### src/rtl/note_recorder.sv
// Record/playback sequencer: samples the key note into a small buffer once per slot
// while recording and replays it slot by slot while playing.
module note_recorder #(
  parameter int DEPTH    = 32,
  parameter int ADDR_W   = 5,
  parameter int TICK_DIV = 25000000
) (
  input  logic              clk,
  input  logic              rst,
  input  logic [2:0]        value_input,
  input  logic              rec_btn,
  input  logic              play_btn,
  output logic              state,
  output logic [2:0]        value_play,
  output logic              rec_led,
  output logic [ADDR_W:0]   len
);

  localparam int              CNT_W    = $clog2(TICK_DIV);
  localparam logic [CNT_W-1:0] CNT_LAST = CNT_W'(TICK_DIV - 1);
  localparam logic [ADDR_W:0] LEN_LAST = (ADDR_W + 1)'(DEPTH - 1);

  typedef enum logic [1:0] {
    S_IDLE,
    S_RECORD,
    S_PLAY
  } fsm_t;

  fsm_t              r_fsm, w_fsm_nxt;
  logic [CNT_W-1:0]  r_cnt, w_cnt_nxt;
  logic [ADDR_W:0]   r_len, w_len_nxt;
  logic [ADDR_W-1:0] r_ptr, w_ptr_nxt;
  logic [2:0]        r_value_play, w_value_play_nxt;
  logic              r_state, r_rec_led;
  logic [2:0]        r_mem [DEPTH];

  logic              w_tick;
  logic              w_mem_we;
  logic [ADDR_W-1:0] w_rd_addr;
  logic [2:0]        w_rd_data;

  assign w_tick    = (r_fsm != S_IDLE) && (r_cnt == CNT_LAST);
  // IDLE reads slot 0 for PLAY entry; PLAY looks one slot ahead of ptr.
  assign w_rd_addr = (r_fsm == S_PLAY) ? ADDR_W'(r_ptr + 1'b1) : '0;
  assign w_rd_data = r_mem[w_rd_addr];

  // NOTE: every signal written here gets a default first so no latch is inferred;
  // combinational logic uses blocking (=) assignments.
  always_comb begin
    w_fsm_nxt        = r_fsm;
    w_len_nxt        = r_len;
    w_ptr_nxt        = r_ptr;
    w_value_play_nxt = r_value_play;
    w_mem_we         = 1'b0;

    unique case (r_fsm)
      S_IDLE: begin
        if (rec_btn) begin
          w_fsm_nxt = S_RECORD;
          w_len_nxt = '0;
        end else if (play_btn && (r_len != '0)) begin
          w_fsm_nxt        = S_PLAY;
          w_ptr_nxt        = '0;
          w_value_play_nxt = w_rd_data;
        end
      end

      S_RECORD: begin
        if (w_tick) begin
          w_mem_we  = 1'b1;
          w_len_nxt = r_len + 1'b1;
          if (r_len == LEN_LAST) w_fsm_nxt = S_IDLE;
        end
        if (rec_btn) w_fsm_nxt = S_IDLE;
      end

      S_PLAY: begin
        if (play_btn) begin
          w_fsm_nxt        = S_IDLE;
          w_value_play_nxt = 3'd0;
        end else if (w_tick) begin
          if ({1'b0, r_ptr} == (r_len - 1'b1)) begin
            w_fsm_nxt        = S_IDLE;
            w_value_play_nxt = 3'd0;
          end else begin
            w_ptr_nxt        = r_ptr + 1'b1;
            w_value_play_nxt = w_rd_data;
          end
        end
      end

      default: begin
        w_fsm_nxt        = S_IDLE;
        w_value_play_nxt = 3'd0;
      end
    endcase

    if ((w_fsm_nxt != r_fsm) || (r_fsm == S_IDLE) || w_tick)
      w_cnt_nxt = '0;
    else
      w_cnt_nxt = r_cnt + 1'b1;
  end

  // NOTE: state registers use non-blocking (<=) assignments so every flop
  // samples the pre-edge values of its peers.
  always_ff @(posedge clk or posedge rst) begin
    if (rst) begin
      r_fsm        <= S_IDLE;
      r_cnt        <= '0;
      r_len        <= '0;
      r_ptr        <= '0;
      r_value_play <= 3'd0;
      r_state      <= 1'b0;
      r_rec_led    <= 1'b0;
    end else begin
      r_fsm        <= w_fsm_nxt;
      r_cnt        <= w_cnt_nxt;
      r_len        <= w_len_nxt;
      r_ptr        <= w_ptr_nxt;
      r_value_play <= w_value_play_nxt;
      r_state      <= (w_fsm_nxt == S_PLAY);
      r_rec_led    <= (w_fsm_nxt == S_RECORD);
    end
  end

  // NOTE: the buffer has no reset so it maps onto distributed RAM; len alone
  // decides which slots are valid.
  always_ff @(posedge clk) begin
    if (w_mem_we) r_mem[r_len[ADDR_W-1:0]] <= value_input;
  end

  assign state      = r_state;
  assign value_play = r_value_play;
  assign rec_led    = r_rec_led;
  assign len        = r_len;

endmodule

### config.mk
export PLATFORM = sky130hd
export DESIGN_NAME = note_recorder
export DESIGN_NICKNAME = d
export VERILOG_FILES = /design/src/rtl/note_recorder.sv
export SDC_FILE = /design/constraint.sdc
export NUM_CORES = 1
export LEC_CHECK = 0
export CAP_MARGIN = 25
export CORE_ASPECT_RATIO = 0.75
export CORE_UTILIZATION = 48
export CTS_CLUSTER_DIAMETER = 120
export DETAILED_ROUTE_END_ITERATION = 10
export PLACE_DENSITY = 0.65
export SLEW_MARGIN = 20
export SYNTH_ARGS = -nofsm -noshare
export SYNTH_HDL_FRONTEND = slang
export SYNTH_SLANG_ARGS = --single-unit
### constraint.sdc
create_clock -name clk -period 3.1 [get_ports clk]
set_input_delay 0.465 -clock clk [delete_from_list [all_inputs] [get_ports clk]]
set_output_delay 0.465 -clock clk [all_outputs]
set_load 0.01 [all_outputs]
**Run 1: clock network drawn from the DEF**

(4 px per µm)
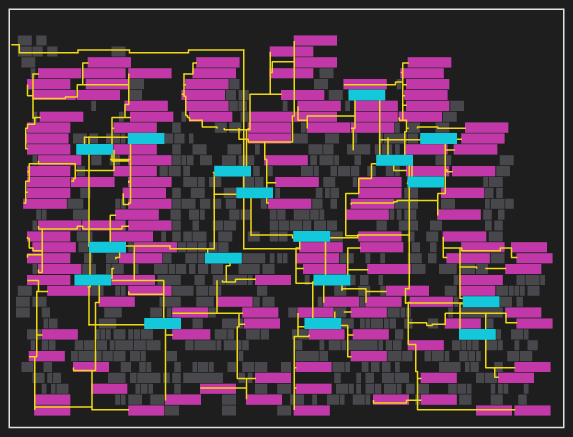
[flip-flops] magenta | count: 139
[clock-net drivers] cyan | count: 17
[clock wires] yellow | length: 1600 µm
routed clock nets: 18

**Run 1: placed cells, one colour a class**

(3 px per µm) Fill, decap, tap and diode cells in grey.
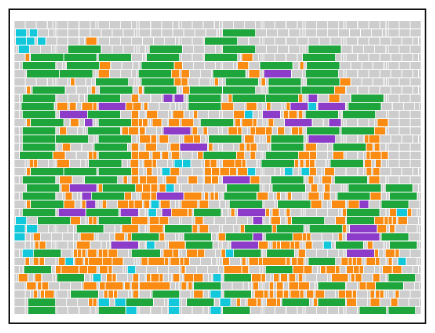
[registers] green | cells: 139 | share of their area: 53%
[clock drivers and dummy loads] purple | cells: 32 | share of their area: 8.1%
[remaining logic cells] orange | cells: 383 | share of their area: 34%
[remaining buffers and delay cells] cyan | cells: 39 | share of their area: 4.5%

**Run 1: cell area per tile**

(2 px per µm) 14 x 10 tiles, from black (low) to pale yellow (high), 0 to 100% covered.
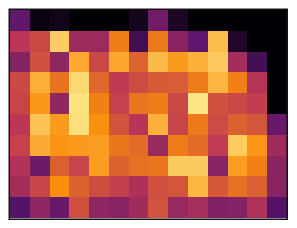
emptiest ninth of the die: upper right
densest ninth of the die: middle left
tiles over 75% full: 22%
fullest tile: 95%
Final Util: 57.83%
Core ar.: 13290 µm²
FP Core Util: 50.31%

==> run notes, run 1 <==
impl run done, here's what came out: clock network fraction of total power=46.9%, yosys stat area=6685 µm², clk buf depth=2, Most common reg cell=edfxtp_1, yosys xor share=4.847%, CP startpoint kind=register, Levels on crit path=5, met2 Use GR=about a third, Top Layer Used=met4, I/O Pins=18, synth cell count leaders=96 x edfxtp_1, 75 x nor2_1, 43 x dfrtp_1, 33 x nand2_1, 24 x nand2b_1, Top delay family on crit path=simple AND/OR/NAND/NOR gates, Max Fclk=between 300 and 400 MHz, vias per cell=5.941, non-clock buffer area fraction after layout=4.363%, Synth Seq Share=approximately 59%, reg-to-reg endpoint=r_mem[27][1], clk_lat worst skew=about 430 ps, Final Cell Area=7685 µm², num rows=36, Int Power=approximately 3.3 mW, vias in the first global route=4439, Post-Syn Area=around 6700 µm², Setup Fix Bufs, Post-CTS=0, status=completed, HPWL after DPL=~11000 µm, unrepaired setup endpoints after global routing=false, setup TNS=0 ps, worst slew pin tran=just under 800 ps, Root Driver=clkbuf_16, Pre-Repair DR Iteration Count=5, CTS buffer count=17, Clock-cell share=7.831%, die footprint=14410 µm², via count=approximately 4500, Reg2Reg Setup Slack=250 ps, global-route wire length before repair=25060 µm, sw frac=24.16%, fin crit period=2845 ps, Met2 Routed Length=between 7000 and 8000 µm, Power, Total=between 4 and 5 mW, Comb power=about 250 µW, share of cells above drive strength 1=14.00%, clk pwr=just over 2 mW, hold_buf cts=0, Gate Area=2532 µm², Post-Route WL=15610 µm, DP Area=7083 µm², initial antenna violation count=0, Avg Inst Size Synth=roughly 12 µm², hold_ws=292.0 ps, n_taps=171, largest stage delay on the critical path=630 ps, Log Warnings=29, reg2reg start=r_fsm[0], post-synth top area cell=edfxtp_1, Reg clk slew, reported paths=70 ps, worst r2r path cells=5, WP data arrival=2940 ps, post-layout net count=593, crit share post-route=91.79%, number of clock sinks=139, post_cts resized=0, final worst slack=between 200 and 300 ps, DRC=0, cell chain of the critical path=nor2_1 > or3_1 > nor4_4 > nand2_1 > nor2_1
==> run 2: changes to the inputs <==
--- a/config.mk
+++ b/config.mk
@@ -7,10 +7,12 @@
 export LEC_CHECK = 0
 export CAP_MARGIN = 25
 export CORE_ASPECT_RATIO = 0.75
-export CORE_UTILIZATION = 48
+export CORE_UTILIZATION = 40
 export CTS_CLUSTER_DIAMETER = 120
 export DETAILED_ROUTE_END_ITERATION = 10
-export PLACE_DENSITY = 0.65
+export DONT_BUFFER_PORTS = 1
+export PLACE_DENSITY = 0.54
+export SKIP_CTS_REPAIR_TIMING = 1
 export SLEW_MARGIN = 20
 export SYNTH_ARGS = -nofsm -noshare
 export SYNTH_HDL_FRONTEND = slang
==> run 2 against run 1 <==
- flip-flop count stayed put
- sequential power hardly changed
- sequential share of layout area is 1.3 points higher
- combinational power is 31% lower
- largest power group unchanged
- global-route usage is 2.3 points lower
==> run notes, run 2 <==
impl run done, here's what came out: Post-Syn Area=roughly 6700 µm², Log Warnings=29, fin crit period=between 2000 and 3000 ps, HPWL after DPL=11180 µm, yosys stat area=6685 µm², Most common reg cell=edfxtp_1, Int Power=~3.2 mW, cell chain of the critical path=nor4_1 > nand4_1 > nor4_4 > nand2_1 > nor2_1, vias per cell=5.669, Met2 Routed Length=7136 µm, tally of filler cells in the layout=1476, Levels on crit path=5, worst slew pin tran=881.4 ps, Avg Inst Size Synth=12.13 µm², Die W=between 150 and 200 µm, Top Layer Used=met4, Reg2Reg Setup Slack=440 ps, via count=4422, worst r2r path cells=5, Non-Clock Inverter Count=11, die footprint=approximately 17000 µm², clk buf depth=2, DRC=0, non-clock buffer area fraction after layout=under 10%, met3 Use GR=between 5 and 6%, DP Area=6914 µm², crit share post-route=between 80% and 90%, post-layout net count=570, hold_ws=136.5 ps, n_taps=~210, synth cell count leaders=96 x edfxtp_1, 75 x nor2_1, 43 x dfrtp_1, 33 x nand2_1, 24 x nand2b_1, Comb power=170 µW, unrepaired setup endpoints after global routing=false, reg-to-reg endpoint=r_mem[26][2], reg2reg start=r_cnt[6], Gate Area=2532 µm², global-route wire length before repair=26250 µm, Clock-cell share=7.361%, Power, Total=4.146 mW, sw frac=23.18%, number of clock sinks=roughly 140, Root Driver=clkbuf_16, Critical Path Slowest Stage Cell=nor4_4, setup TNS=0 ps, Reg clk slew, reported paths=60 ps, met2 Use GR=29.56%, status=completed, yosys xor share=under 10%, Synth Seq Share=59.22%, CTS buffer count=17, Core ar.=about 16000 µm², final worst slack=437.6 ps, Critical Path RT=~3200 ps, Post-Route WL=16480 µm, Top delay family on crit path=simple AND/OR/NAND/NOR gates, vias in the first global route=4390, largest stage delay on the critical path=approximately 510 ps, initial antenna violation count=0, I/O Pins=18, FP Core Util=41.35%, CP startpoint kind=register, Final Cell Area=between 7000 and 8000 µm²
**Run 2: placed cells, one colour a class**

(2 px per µm) Fill, decap, tap and diode cells in grey.
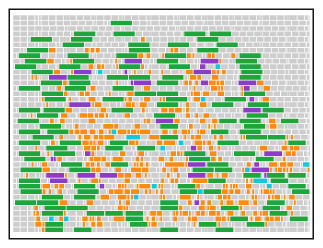
[remaining logic cells] orange | cells: 383 | share of their area: 36%
[registers] green | cells: 139 | share of their area: 55%
[remaining buffers and delay cells] cyan | cells: 16 | share of their area: 2.0%
[clock drivers and dummy loads] purple | cells: 32 | share of their area: 7.6%

**Run 2: cell area per tile**

(2 px per µm) 15 x 11 tiles, from black (low) to pale yellow (high), 0 to 100% covered.
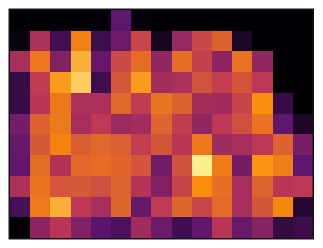
nearly empty tiles: 14%
mean over tiles: 42%
emptiest ninth of the die: upper right

**Run 2: clock network drawn from the DEF**

(4 px per µm)
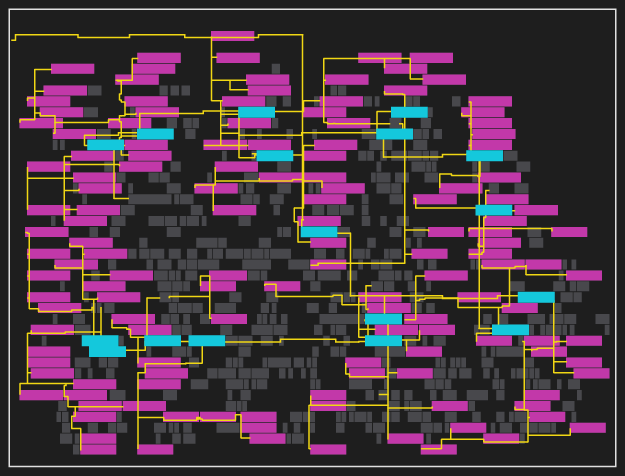
Worst Skew: 9.877 ps
clock network fraction of total power: 46.4%
clk_lat worst skew: 420 ps
clk pwr: 1.92 mW

Power figures rest on the tool's default switching activity, not on a simulated workload.
